--- config.mk ---
export PLATFORM = sky130hd
export DESIGN_NAME = enemy_spawn_sequencer
export DESIGN_NICKNAME = d
export VERILOG_FILES = /design/src/rtl/game_pkg.sv /design/src/rtl/enemy_spawn_sequencer_tick_divider.sv /design/src/rtl/enemy_spawn_sequencer.sv
export SDC_FILE = /design/constraint.sdc
export NUM_CORES = 1
export LEC_CHECK = 0
export CAP_MARGIN = 20
export CORE_ASPECT_RATIO = 0.9
export CORE_MARGIN = 3
export CORE_UTILIZATION = 51
export CTS_CLUSTER_DIAMETER = 80
export CTS_CLUSTER_SIZE = 40
export DETAILED_ROUTE_END_ITERATION = 12
export GPL_ROUTABILITY_DRIVEN = 0
export GPL_TIMING_DRIVEN = 1
export MAX_ROUTING_LAYER = met4
export PLACE_DENSITY = 0.87
export SLEW_MARGIN = 30
export SYNTH_ARGS = -nofsm -noshare
export SYNTH_HDL_FRONTEND = slang
export SYNTH_SLANG_ARGS = --single-unit
--- constraint.sdc ---
create_clock -name clk -period 2.7 [get_ports clk]
set_input_delay 0.27 -clock clk [delete_from_list [all_inputs] [get_ports clk]]
set_output_delay 0.27 -clock clk [all_outputs]
set_load 0.02 [all_outputs]
--- src/rtl/game_pkg.sv ---
// Shared game-domain definitions: scene codes, queue entry layout, time limits
// and the sequencer state encoding.
package game_pkg;

    localparam logic [1:0] S_TITLE = 2'd0;
    localparam logic [1:0] S_PLAY  = 2'd1;
    localparam logic [1:0] S_PAUSE = 2'd2;
    localparam logic [1:0] S_OVER  = 2'd3;

    localparam logic [2:0]  ENEMY_TYPE_NULL = 3'd0;
    localparam int          TS_MSB          = 14;
    localparam int          TS_LSB          = 3;
    localparam int          TYPE_MSB        = 2;
    localparam logic [11:0] TIME_MAX        = 12'd4095;

    typedef enum logic [2:0] {
        ST_IDLE,
        ST_FETCH,
        ST_WAIT_ROM,
        ST_WAIT_TIME,
        ST_OFFER,
        ST_DONE
    } spawn_state_t;

    typedef struct packed {
        logic [11:0] ts;
        logic [2:0]  etype;
    } queue_entry_t;

    // Level code 3 does not exist in the ROM; it falls back to level 1.
    function automatic logic [1:0] level_fix(input logic [1:0] sel);
        return (sel == 2'd3) ? 2'd0 : sel;
    endfunction

endpackage

--- src/rtl/enemy_spawn_sequencer_tick_divider.sv ---
// Divides frame ticks down to game-time units; game time saturates instead of
// wrapping so late-level timestamps never re-trigger.
module tick_divider
    import game_pkg::*;
#(
    parameter int TICK_DIV = 6
) (
    input  logic        clk,
    input  logic        rst,
    input  logic        i_clear,
    input  logic        i_enable,
    input  logic        i_frame_tick,
    output logic [11:0] o_game_time
);

    localparam int DIV_W = (TICK_DIV > 1) ? $clog2(TICK_DIV) : 1;

    logic [DIV_W-1:0] r_div;
    logic [11:0]      r_time;

    always_ff @(posedge clk) begin
        if (rst || i_clear) begin
            r_div  <= '0;
            r_time <= '0;
        end else if (i_enable && i_frame_tick) begin
            if (r_div == DIV_W'(TICK_DIV - 1)) begin
                r_div <= '0;
                if (r_time != TIME_MAX) begin
                    r_time <= r_time + 12'd1;
                end
            end else begin
                r_div <= r_div + 1'b1;
            end
        end
    end

    assign o_game_time = r_time;

endmodule

--- src/rtl/enemy_spawn_sequencer.sv ---
// Walks the per-level enemy wave ROM and offers each entry as a spawn request
// once game time reaches its timestamp.
module enemy_spawn_sequencer
    import game_pkg::*;
#(
    parameter  int QUEUE_DEPTH = 64,
    parameter  int TICK_DIV    = 6,
    parameter  int ROM_LAT     = 1,
    localparam int IDX_W       = $clog2(QUEUE_DEPTH)
) (
    input  logic             clk,
    input  logic             rst,
    input  logic             i_frame_tick,
    input  logic             i_start,
    input  logic [1:0]       i_level_sel,
    input  logic             i_run,
    output logic [IDX_W+1:0] o_rom_addr,
    input  logic [14:0]      i_rom_data,
    output logic             o_spawn_valid,
    output logic [2:0]       o_spawn_type,
    input  logic             i_spawn_ready,
    output logic [11:0]      o_game_time,
    output logic             o_queue_done
);

    // state     | meaning
    // IDLE      | waiting for start
    // FETCH     | address of current entry is on the ROM bus
    // WAIT_ROM  | ROM latency; entry captured on the last cycle
    // WAIT_TIME | waiting for game time (and run) to reach the timestamp
    // OFFER     | spawn_valid held until the engine accepts
    // DONE      | sentinel or end of queue, held until start

    localparam int LAT_W = 2;

    spawn_state_t     r_state;
    logic [1:0]       r_level;
    logic [IDX_W-1:0] r_index;
    logic [LAT_W-1:0] r_lat_cnt;
    queue_entry_t     r_entry;
    logic [IDX_W+1:0] r_rom_addr;
    logic             r_spawn_valid;
    logic [2:0]       r_spawn_type;
    logic             r_queue_done;

    logic [11:0]      w_game_time;
    logic             w_tick_en;
    logic [IDX_W-1:0] w_next_index;

    assign w_tick_en    = i_run && (r_state != ST_IDLE);
    assign w_next_index = r_index + 1'b1;

    tick_divider #(
        .TICK_DIV (TICK_DIV)
    ) u_tick_divider (
        .clk          (clk),
        .rst          (rst),
        .i_clear      (i_start),
        .i_enable     (w_tick_en),
        .i_frame_tick (i_frame_tick),
        .o_game_time  (w_game_time)
    );

    // The ROM address is loaded on entry to FETCH so the data window lines up
    // with exactly ROM_LAT cycles of WAIT_ROM.
    always_ff @(posedge clk) begin
        if (rst) begin
            r_state       <= ST_IDLE;
            r_level       <= '0;
            r_index       <= '0;
            r_lat_cnt     <= '0;
            r_entry       <= '0;
            r_rom_addr    <= '0;
            r_spawn_valid <= 1'b0;
            r_spawn_type  <= '0;
            r_queue_done  <= 1'b0;
        end else if (i_start) begin
            r_level       <= level_fix(i_level_sel);
            r_index       <= '0;
            r_rom_addr    <= {level_fix(i_level_sel), {IDX_W{1'b0}}};
            r_spawn_valid <= 1'b0;
            r_queue_done  <= 1'b0;
            r_state       <= ST_FETCH;
        end else begin
            case (r_state)
                ST_FETCH: begin
                    r_lat_cnt <= '0;
                    r_state   <= ST_WAIT_ROM;
                end
                ST_WAIT_ROM: begin
                    if (r_lat_cnt == LAT_W'(ROM_LAT - 1)) begin
                        r_entry.ts    <= i_rom_data[TS_MSB:TS_LSB];
                        r_entry.etype <= i_rom_data[TYPE_MSB:0];
                        if (i_rom_data[TYPE_MSB:0] == ENEMY_TYPE_NULL) begin
                            r_queue_done <= 1'b1;
                            r_state      <= ST_DONE;
                        end else begin
                            r_state <= ST_WAIT_TIME;
                        end
                    end else begin
                        r_lat_cnt <= r_lat_cnt + 1'b1;
                    end
                end
                ST_WAIT_TIME: begin
                    if (i_run && (w_game_time >= r_entry.ts)) begin
                        r_spawn_valid <= 1'b1;
                        r_spawn_type  <= r_entry.etype;
                        r_state       <= ST_OFFER;
                    end
                end
                ST_OFFER: begin
                    if (i_spawn_ready) begin
                        r_spawn_valid <= 1'b0;
                        if (r_index == IDX_W'(QUEUE_DEPTH - 1)) begin
                            r_queue_done <= 1'b1;
                            r_state      <= ST_DONE;
                        end else begin
                            r_index    <= w_next_index;
                            r_rom_addr <= {r_level, w_next_index};
                            r_state    <= ST_FETCH;
                        end
                    end
                end
                ST_DONE: begin
                    r_spawn_valid <= 1'b0;
                end
                ST_IDLE: begin
                end
                default: begin
                    r_state <= ST_IDLE;
                end
            endcase
        end
    end

    assign o_rom_addr    = r_rom_addr;
    assign o_spawn_valid = r_spawn_valid;
    assign o_spawn_type  = r_spawn_type;
    assign o_game_time   = w_game_time;
    assign o_queue_done  = r_queue_done;

endmodule

Figure 1. Register map, names as in the netlist (run 1).
Bar = 20 µm.
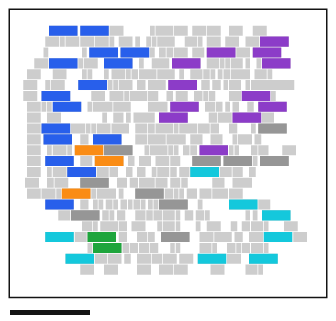
| color | signal | sequential cells |
|---|---|---|
| green | r_level | 2 |
| blue | r_entry | 15 |
| cyan | o_rom_addr | 8 |
| purple | u_tick_divider.o_game_time | 12 |
| orange | o_spawn_type | 3 |
sequential power: 0.756 mW
sequential share of cell area: 0.3243
post-layout util: 0.6789
storage element area: 1001 µm²

Figure 2. Drive-strength map (run 1).
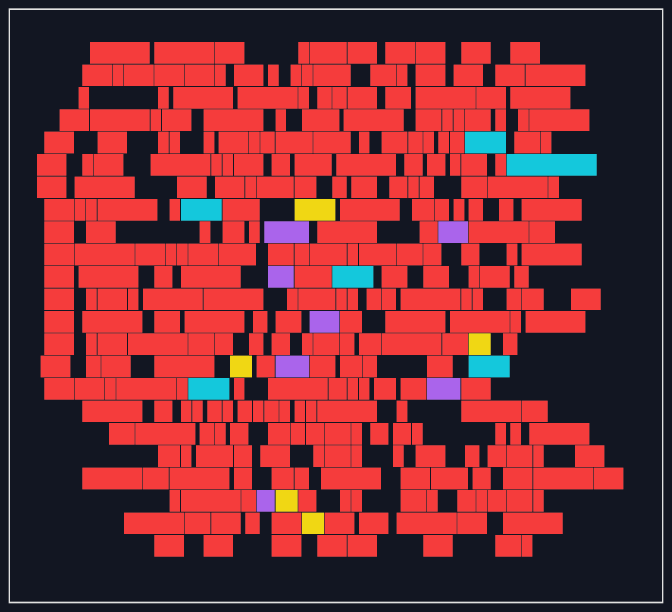
| color | size | cells |
|---|---|---|
| cyan | _6 and larger | 6 |
| purple | _2 cells | 7 |
| red | _0 and _1 cells | 308 |
| yellow | _3 and _4 cells | 5 |
Buffers, non-clock: 50
Area growth, synth to finish: 25.61%
setup ws final: 569.9 ps

Figure 3. Routing congestion map (run 1).
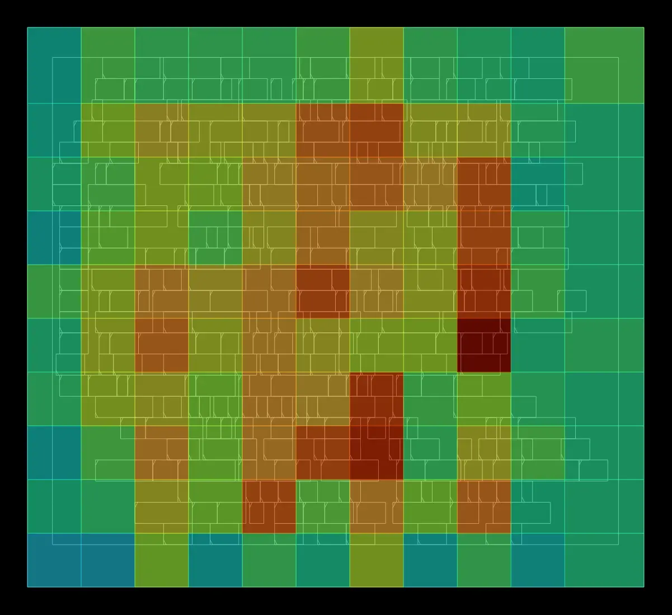
gr busiest metal: met2
met2 Use GR: 0.3019
met1 Use GR: 0.2704
GR Util met3: 0.03141
drt wl/cell: 13.26 µm

==> Slide: Implementation Results, run 1 <==
Flow Results at a Glance

Synthesis
  • Post-synth EDFFs: 0
  • Synthesized area: 2457 µm²
  • Syn avg cell area: 8.808 µm²
  • Comb area leader: simple AND/OR/NAND/NOR gates
  • Flops after synth: around 50
  • Area leader, netlist: dfxtp_1
  • Yosys cell count: about 280
  • FFs w/ async S/R, synth: 0
  • Mapped Cells: between 200 and 300
  • Yosys Warn Count: 0
  • Sequential fraction of the synthesis area: 0.4073
  • Xor+xnor area frac: 0.05346
  • Top-area cell share: 0.4073
  • Simple-Gate Area Share: 0.2307
  • Commonest cells post-synth: 50 x dfxtp_1, 47 x nor2_1, 18 x nand2_1, 17 x inv_1, 16 x mux2i_1
  • Top cells by area: dfxtp_1 41%, ha_1 7.6%, nor2_1 7.2%, mux2i_1 6.5%, xor2_1 3.9%
  • Yosys cell types: roughly 48
  • Adder-Cell Fraction of Synth Area: 0.07637
  • Dominant flop cell: dfxtp_1
  • Yosys stat chip area: about 2500 µm²
  • Syn Nets: around 320
  • Count leader, synth: dfxtp_1
  • And-or/or-and share of the synthesized area: 0.1202
  • Mux share: 0.06517

STA
  • Slew headroom: 0.6850
  • FMAX: ~470 MHz
  • TNS Setup: 0 ps
  • RSZ-0062 raised after global routing: no
  • Slew @ Worst Pin: about 470 ps
  • Endpoints failing setup: 0
  • Min Tclk post-route: 2130 ps
  • Layout Skew: between 9 and 10 ps
  • Period Utilization, post-route: 0.7889

Outcome
  • Outcome: finished, final reports clean

Floorplanning
  • Top Ports: 48
  • Die Width: roughly 80 µm
  • Die Span Y: between 70 and 80 µm
  • Core area: approximately 4500 µm²
  • Cell row count: 23
  • Starting Density: 0.5405
  • Full die area: approximately 5700 µm²

Global routing
  • First-pass GRT wire length: between 8 and 9 mm
  • Largest net degree at the start of global routing: 26
  • GRT overflow: 0
  • GRT Util Overall: 0.2002
  • Vias in the first global route: 1982

Place
  • DP HPWL: between 3 and 4 mm
  • Placed instance count: ~380
  • Input/output buffers: roughly 47

Worst setup path
  • Crit path DAT: between 2000 and 2500 ps
  • Crit start category: flop
  • Crit Path Max Fanout: 5
  • Crit path DRT: ~2900 ps
  • Worst-path cell chain: inv_1 > ha_1 > nand2b_4 > a2111oi_2 > o311ai_1 > a21oi_2 > nand3_2 > a41o_2
  • CP max stage cell: dfxtp_1
  • Critical path class: reg -> reg
  • Worst stage delay on the critical path: around 420 ps
  • Crit. End Element: flop

CTS
  • Hold_buf cts: 0
  • CTS tree: built
  • CTS buffer count: 5
  • H-Tree Depth: 2
  • Clock sinks: ~50
  • CTS root buf: clkbuf_8
  • Max clock buf depth: 2
  • Resized Gates After CTS: 0

Power and ir drop
  • LEAKAGE: 1.237 nW
  • Power Density: about 450 nW/µm²
  • Peak VDD IR: 0.3232 mV

Run
  • Max-cap viol count: 0
  • OpenROAD warnings: 26

Layout
  • Layout cells sized above 1: 0.05521
  • Finished Layout Cells: between 300 and 400
  • Ant diodes: 0
  • Nets: around 360
  • Fillers: ~380

Routing
  • Drt initial violations: 92
  • Vias: roughly 2100
  • Vias per cell: ~5.4
  • DRT Wirelength: about 5 mm
  • Post-route antenna net violation count: 0
  • DRT Pass-1 Iters: 4

Worst hold path
  • Hold WC Path Type: reg -> reg
[run 1: critical path, delay by kind of cell, from the launching register on]
| family | cells | cell delay [ps] |
|---|---|---|
| AOI/OAI and AO/OA | 4 | 1000 |
| DFF | 1 | 420 |
| adders and majority gates | 1 | 290 |
| and+or+nand+nor | 2 | 260 |
| buffers and inverters | 1 | 60 |
[run 1: per-layer routing]
layer  share of wire  vias to the layer above  GRT usage
li1                -                     1061          -
met4           0.020                        0    0.07824
met5               0                        -          -
met1            0.49                      960     0.2704
met2            0.45                       53     0.3019
met3           0.039                       11    0.03141
[run 1: final timing paths]
check | slack [ps] | depth (start not counted) | from | end
max | 570 | 8 | u_tick_divider.o_game_time[0] | r_state[2]
min | 470 | 1 | r_entry[0] | o_spawn_type[0]
max reg2reg | 570 | 8 | u_tick_divider.o_game_time[0] | r_state[2]
min reg2reg | 470 | 1 | r_entry[0] | o_spawn_type[0]
[run 1: per-stage QoR]
stage                     setup WS (ps)  hold WS [ps]    util  cell area (µm²)  power (mW)
after floorplan                   569.5         350.9       -             2457      0.8337
final                             569.9         470.9  0.6789             3087       1.394
after global placement            645.7         444.3  0.6547             2977      0.8837
after global routing              434.1         495.4  0.6789             3087       1.444
after detailed placement          593.9         453.6  0.6547             2977      0.8862
after CTS                         568.9         474.5  0.6789             3087       1.399
[run 1: registers in the layout (all words and copies together), names as in the netlist]
register	count
r_entry	15
o_queue_done	1
r_lat_cnt	2
o_spawn_type	3
u_tick_divider.o_game_time	12
u_tick_divider.r_div	3
r_state	3
o_rom_addr	8
r_level	2
o_spawn_valid	1
[run 1: area by class of cell]
class / count / area (µm²) / area share
multi-input cells: 201 / 1341 / 0.4345
clock buffers: 6 / 72.57 / 0.02351
inverters: 17 / 63.81 / 0.02067
well taps: 62 / 77.57 / 0.02513
flip-flops and latches: 50 / 1001 / 0.3243
repair buffers: 50 / 493.0 / 0.1597
clock inverters: 2 / 37.54 / 0.01216
[run 1: cells in the final DEF, fill, tap and decap left out, types with 2 or more instances in the layout]
master / n
xor2_1: 11
xnor2_1: 4
clkdlybuf4s50_1: 47
nand4b_1: 2
nor3_1: 7
nand2b_1: 6
a2bb2oi_1: 2
and4_1: 3
nor2_1: 47
nor3b_1: 2
a21oi_1: 10
nand3_1: 7
o22a_1: 2
nand2_1: 18
nand3b_1: 2
inv_1: 17
nor2b_1: 2
dfxtp_1: 50
a311oi_1: 2
nor4_1: 2
o21ai_0: 6
clkbuf_8: 5
buf_4: 3
a22oi_1: 2
mux2i_1: 16
o2bb2ai_1: 3
ha_1: 15
a31oi_1: 2
nand4_1: 4
and3_1: 6
[run 1: where the power goes]
part	internal, mW	switching [mW]
combinational	0.0602	0.0526
clock	0.277	0.248
sequential	0.746	0.0102
total	1.08	0.311
[run 1: kinds of logic after synthesis]
group | count (synthesis)
simple gates | 114
flops | 50
compound gates | 41
buf+inv | 28
mux | 16
xor+xnor | 15
fa+ha+maj | 15
Figure 4. Logic cells by family (run 1).
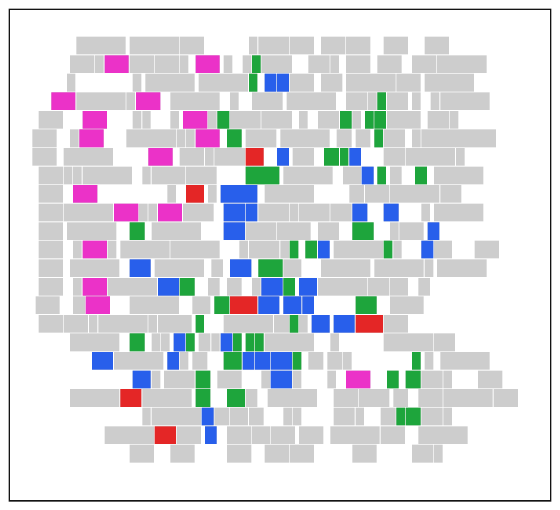

==> run 1 -> run 2 <==
Clock period 2.7 ns to 2.05 ns, I/O delays scaled along.
Figure 5. Logic cells by family (run 2).
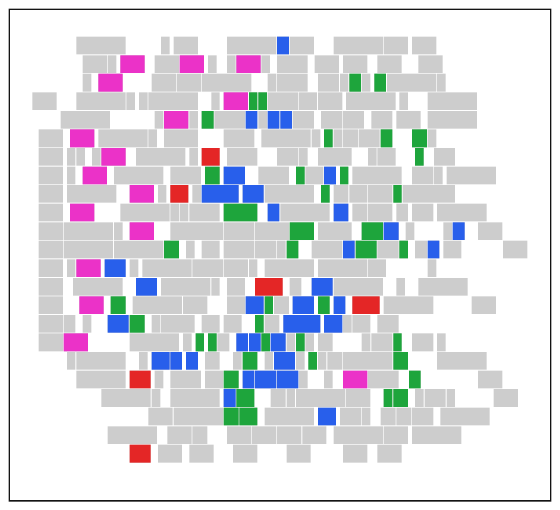
| color | family | cells |
|---|---|---|
| green | nand cells | 41 |
| magenta | mux cells | 16 |
| red | non-inverting ao/oa cells | 6 |
| blue | aoi and oai cells | 35 |
Finished Layout Cells: 394
Top cell excl fill/tap: dfxtp_1
Comb area share: 0.4345

Figure 6. Drive-strength map (run 2).
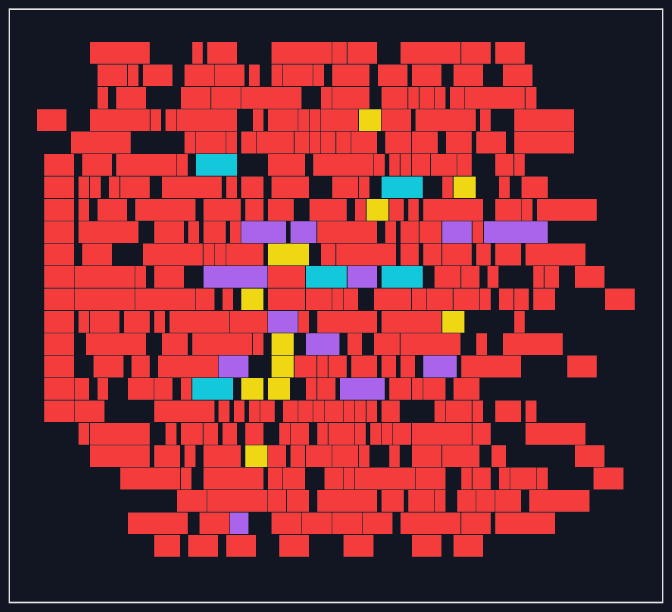
| color | size | cells |
|---|---|---|
| purple | _2 cells | 12 |
| yellow | _3 and _4 cells | 11 |
| red | _0 and _1 cells | 304 |
| cyan | _6 and larger | 5 |
setup ws final: 34.43 ps
Buffers, non-clock: 57

Figure 7. Routing congestion map (run 2).
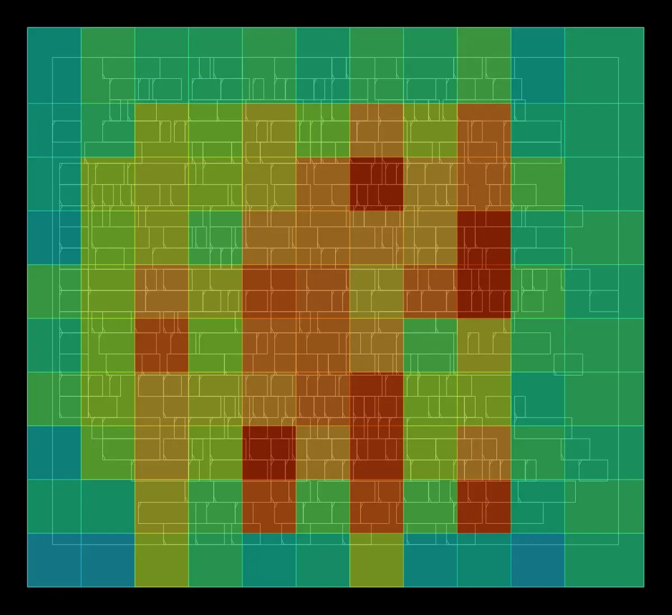
met1 Use GR: 0.2668
drt wl/cell: 13.52 µm
GRT Util Overall: 0.1966
GR Util met3: 0.04020
met2 Use GR: 0.2981

==> Slide: Implementation Results, run 2 <==
Flow Results at a Glance

Outcome
  • Outcome: finished, final reports clean

Power and ir drop
  • Net Switching: approximately 0.39 mW
  • LEAKAGE: ~1.3 nW

Layout
  • Top Layout Cells: 48 x dfxtp_1, 47 x nor2_1, 47 x clkdlybuf4s50_1
  • Ant diodes: 0
  • Nets: 370
  • Most flops, register: r_entry

Place
  • Placed instance count: 387
  • Setup slack after placement: around 63 ps
  • Placed cell area: around 3000 µm²

Global routing
  • GRT overflow: 0
  • Vias in the first global route: around 2000
  • Largest net degree at the start of global routing: 26

Routing
  • Vias per cell: about 5.4
  • Post-route antenna net violation count: 0
  • Drt initial violations: between 200 and 250
  • DR WL met2: 2.473 mm
  • DRT Pass-1 Iters: 4
  • Uppermost layer routed: met4

Synthesis
  • Synthesized area: roughly 2500 µm²
  • Syn Nets: 317
  • Yosys Warn Count: 0
  • Mapped Cells: 279
  • FFs w/ async S/R, synth: 0
  • Sequential fraction of the synthesis area: 0.4073
  • Yosys cell count: about 280

Worst setup path
  • Reg2Reg Depth: 9
  • Worst-path cell chain: inv_1 > ha_1 > nand2b_4 > a2111oi_2 > o311ai_1 > a21oi_2 > buf_4 > a2bb2oi_1 > nor2_1
  • Crit start category: flop
  • CP Depth: 9
  • Crit Path Max Fanout: 3

CTS
  • Clock sinks: approximately 50
  • CTS tree: built

Floorplanning
  • Die Span Y: ~72 µm

STA
  • Min Tclk post-route: 2016 ps

Worst hold path
  • Hold Crit Depth: 1
## run 2: cell counts after synthesis
Identical to the previous run, type by type.
## run 2: worst paths after layout
check / slack (ps) / endpoint / from
setup reg to reg: 30 / o_spawn_valid / u_tick_divider.o_game_time[0]
hold / removal: 460 / o_spawn_type[2] / r_entry[2]
setup / recovery: 30 / o_spawn_valid / u_tick_divider.o_game_time[0]
hold reg to reg: 460 / o_spawn_type[2] / r_entry[2]
## run 2: repair_timing
action | CTS | global route
hold buffers | 0 | 0
endpoints found under the hold margin | 0 | 0
gates resized | 0 | 4
endpoints found under the setup margin | 0 | 6
## run 2: cells by family after synthesis
group	count (synthesis)	synth area share
AND/OR/NAND/NOR	114	0.2307
flip-flops	50	0.4073
buffers and inverters	28	0.04684
adder cells (fa/ha/maj)	15	0.07637
XOR/XNOR	15	0.05346
AND-OR/OR-AND	41	0.1202
multiplexers	16	0.06517
## run 2: per-layer routing
metal | up-vias | track usage
li1 | 1075 | -
met1 | 998 | 0.2668
met2 | 60 | 0.2981
met3 | 2 | 0.04020
met4 | 0 | 0.05534
met5 | - | -
## run 2: metrics by stage
stage	setup TNS, ps	util	total power, mW
after global routing	-40.78	0.6871	1.751
after detailed placement	0	0.6665	1.176
after global placement	0	0.6665	1.172
final	0	0.6871	1.691
after CTS	0	0.6833	1.691
after floorplan	0	-	1.098
## run 2: area by class of cell
cell class                 count  area, µm²
multi-input combinational    201       1358
fill                         371       1423
sequential                    50       1003
tap                           62      77.57
timing repair buffer          57      545.5
clock buffer                   7      76.32
inverter                      17      63.81
## run 2: power groups by stage
stage	Sequential (mW)	Combinational, mW	Clock (mW)
final	0.991	0.168	0.532
after global routing	0.993	0.183	0.576
after CTS	0.991	0.163	0.538
after detailed placement	1.01	0.162	0
after global placement	1.01	0.159	0
after floorplan	1.01	0.0838	0
Figure 8. Signal wires by layer (run 2).
Only two layers are drawn.
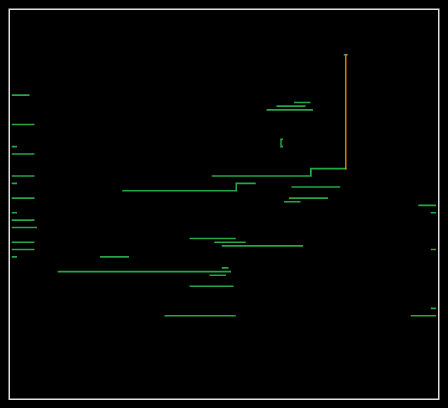

==> run 2 -> run 3 <==
Settings changed: MAX_ROUTING_LAYER met4 to default.
Figure 9. Signal wires by layer (run 3).
Only two layers are drawn.
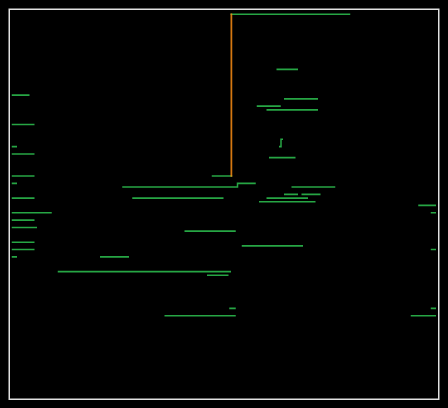
| color | layer | wire length |
|---|---|---|
| orange | metal 4 | 29.9 µm |
| green | metal 3 | 255 µm |
DRT Wirelength: 5.312 mm
drt wl/cell: 13.48 µm
Vias: 2147
GRT Util Overall: 0.1908

Figure 10. Drive-strength map (run 3).
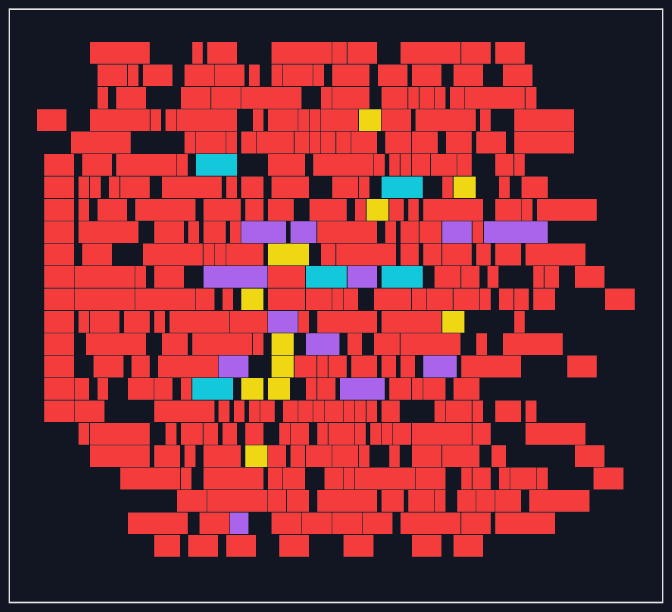
| color | size | cells |
|---|---|---|
| yellow | _3 and _4 cells | 11 |
| cyan | _6 and larger | 5 |
| red | _0 and _1 cells | 304 |
| purple | _2 cells | 12 |
setup ws final: 40.12 ps
final instance area: 3124 µm²
Area growth, synth to finish: 27.14%

==> Slide: Implementation Results, run 3 <==
Flow Results at a Glance

Synthesis
  • Mapped Cells: 279
  • Flops after synth: approximately 50
  • Synthesized area: around 2500 µm²
  • Yosys cell count: about 280
  • Top-area cell share: 0.4073
  • Area leader, netlist: dfxtp_1
  • Yosys stat chip area: around 2500 µm²
  • Count leader, synth: dfxtp_1
  • Commonest cells post-synth: 50 x dfxtp_1, 47 x nor2_1, 18 x nand2_1, 17 x inv_1, 16 x mux2i_1
  • Syn avg cell area: between 8 and 9 µm²
  • Yosys Warn Count: 0
  • FFs w/ async S/R, synth: 0
  • Sequential fraction of the synthesis area: 0.4073
  • Dominant flop cell: dfxtp_1

Floorplanning
  • Core area: 4547 µm²
  • Full die area: around 5700 µm²
  • Cell row count: 23
  • Die Width: ~79 µm
  • Top Ports: between 40 and 50

Global routing
  • Vias in the first global route: about 2000
  • Largest net degree at the start of global routing: 26
  • First-pass GRT wire length: 8.811 mm
  • GRT overflow: 0

Place
  • Setup slack after placement: around 63 ps
  • DP HPWL: 3.970 mm
  • Input/output buffers: between 40 and 50

Layout
  • Top cell excl fill/tap: dfxtp_1
  • Ant diodes: 0
  • Largest register FFs: 15
  • Most flops, register: r_entry
  • Top Layout Cells: 48 x dfxtp_1, 47 x nor2_1, 47 x clkdlybuf4s50_1
  • Nets: ~370
  • Fillers: 371
  • Layout cells sized above 1: 0.08434

STA
  • Layout Skew: around 4.9 ps
  • Endpoints failing setup: 0
  • FMAX: ~500 MHz
  • Period Utilization, post-route: 0.9804
  • Min Tclk post-route: approximately 2000 ps

Routing
  • DRT Pass-1 Iters: 4
  • Vias per cell: about 5.4

Worst setup path
  • Crit path DAT: about 2200 ps
  • Crit start category: flop
  • Reg2Reg Depth: 9
  • Crit Path Max Fanout: 3
  • Crit path DRT: roughly 2200 ps
  • RR Endpoint: o_spawn_valid
  • Critical path class: reg -> reg

Worst hold path
  • Hold Crit Start: r_entry[2]
  • Worst Hold Endpoint: o_spawn_type[2]

Power and ir drop
  • Peak VDD IR: around 0.36 mV
  • Power Density: between 500 and 600 nW/µm²

CTS
  • H-Tree Depth: 2
  • CTS tree: built
  • Resized Gates After CTS: 0
  • Clock sinks: ~50

Outcome
  • Outcome: finished, final reports clean
Figure 11. Routing congestion map (run 3).
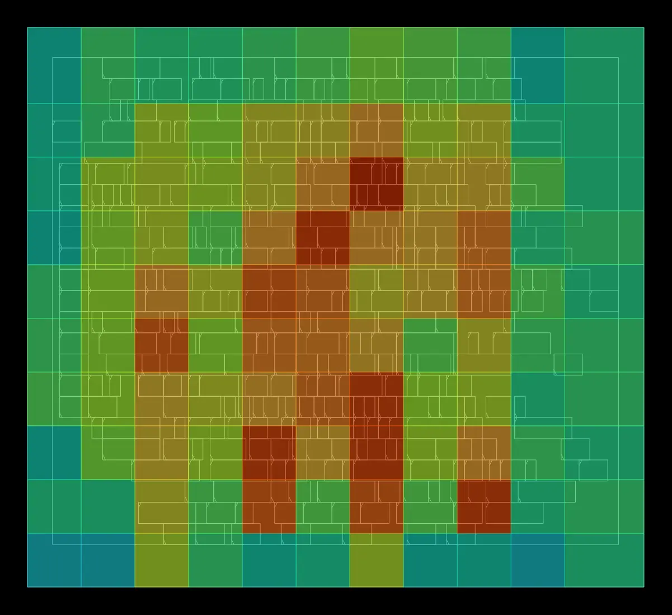
met1 Use GR: 0.2660
GR Util met3: 0.04146

## run 3: cell counts after synthesis
Identical to the previous run, type by type.
## run 3: cell type report
type / count / area, µm² / share of cell area
Multi-Input combinational cell: 201 / 1358 / 0.4345
Sequential cell: 50 / 1003 / 0.3212
Timing Repair Buffer: 57 / 545.5 / 0.1746
Tap cell: 62 / 77.57 / 0.02483
Clock buffer: 7 / 76.32 / 0.02443
Inverter: 17 / 63.81 / 0.02042
## run 3: logic make-up after synthesis
family	after synthesis	synth area share
xor gates and xnor gates	15	0.05346
DFF	50	0.4073
muxes	16	0.06517
buffers and inverters	28	0.04684
AOI/OAI and AO/OA	41	0.1202
adders and majority gates	15	0.07637
and+or+nand+nor	114	0.2307
## run 3: worst max-delay path by stage
| stage | startpoint | end | cells after the start |
|---|---|---|---|
| 6_report | u_tick_divider.o_game_time[0] | o_spawn_valid | 9 |
| 4_1_cts | u_tick_divider.o_game_time[0] | o_spawn_type[2] | 9 |
| 5_1_grt | u_tick_divider.o_game_time[0] | o_spawn_valid | 9 |
| 3_3_place_gp | u_tick_divider.o_game_time[0] | r_state[2] | 8 |
| 2_1_floorplan | u_tick_divider.o_game_time[0] | r_state[2] | 8 |
| 3_5_place_dp | u_tick_divider.o_game_time[2] | o_spawn_type[2] | 8 |
## run 3: stage by stage
stage	std cells	power [mW]	instance area (µm²)	TNS [ps]
2_1_floorplan	279	1.098	2459	0
3_3_place_gp	387	1.172	3030	0
3_5_place_dp	387	1.176	3030	0
4_1_cts	394	1.691	3107	0
5_1_grt	394	1.751	3124	-40.78
6_report	394	1.683	3124	0
## run 3: power by group
group | internal (mW) | switching, mW
combinational | 0.0870 | 0.0803
clock | 0.236 | 0.289
sequential | 0.982 | 0.00865
total | 1.30 | 0.378
## run 3: worst max-delay path, stage by stage, from the launching register on
cell and delay (ps):
dfxtp_2 340, inv_1 40, ha_1 280, nand2b_4 140, a2111oi_2 340, o311ai_1 140, a21oi_2 200, buf_4 160
a2bb2oi_1 210, nor2_1 60
## run 3: layer usage
metal / wire length (µm) / share of wire / vias up / GRT usage
li1: - / - / 1074 / -
met1: 2556 / 0.48 / 1007 / 0.2660
met4: 29 / 0.0055 / 0 / 0.05534
met2: 2471 / 0.47 / 64 / 0.2981
met3: 255 / 0.048 / 2 / 0.04146
met5: 0 / 0 / - / 0
Power and IR drop assume default switching activity.
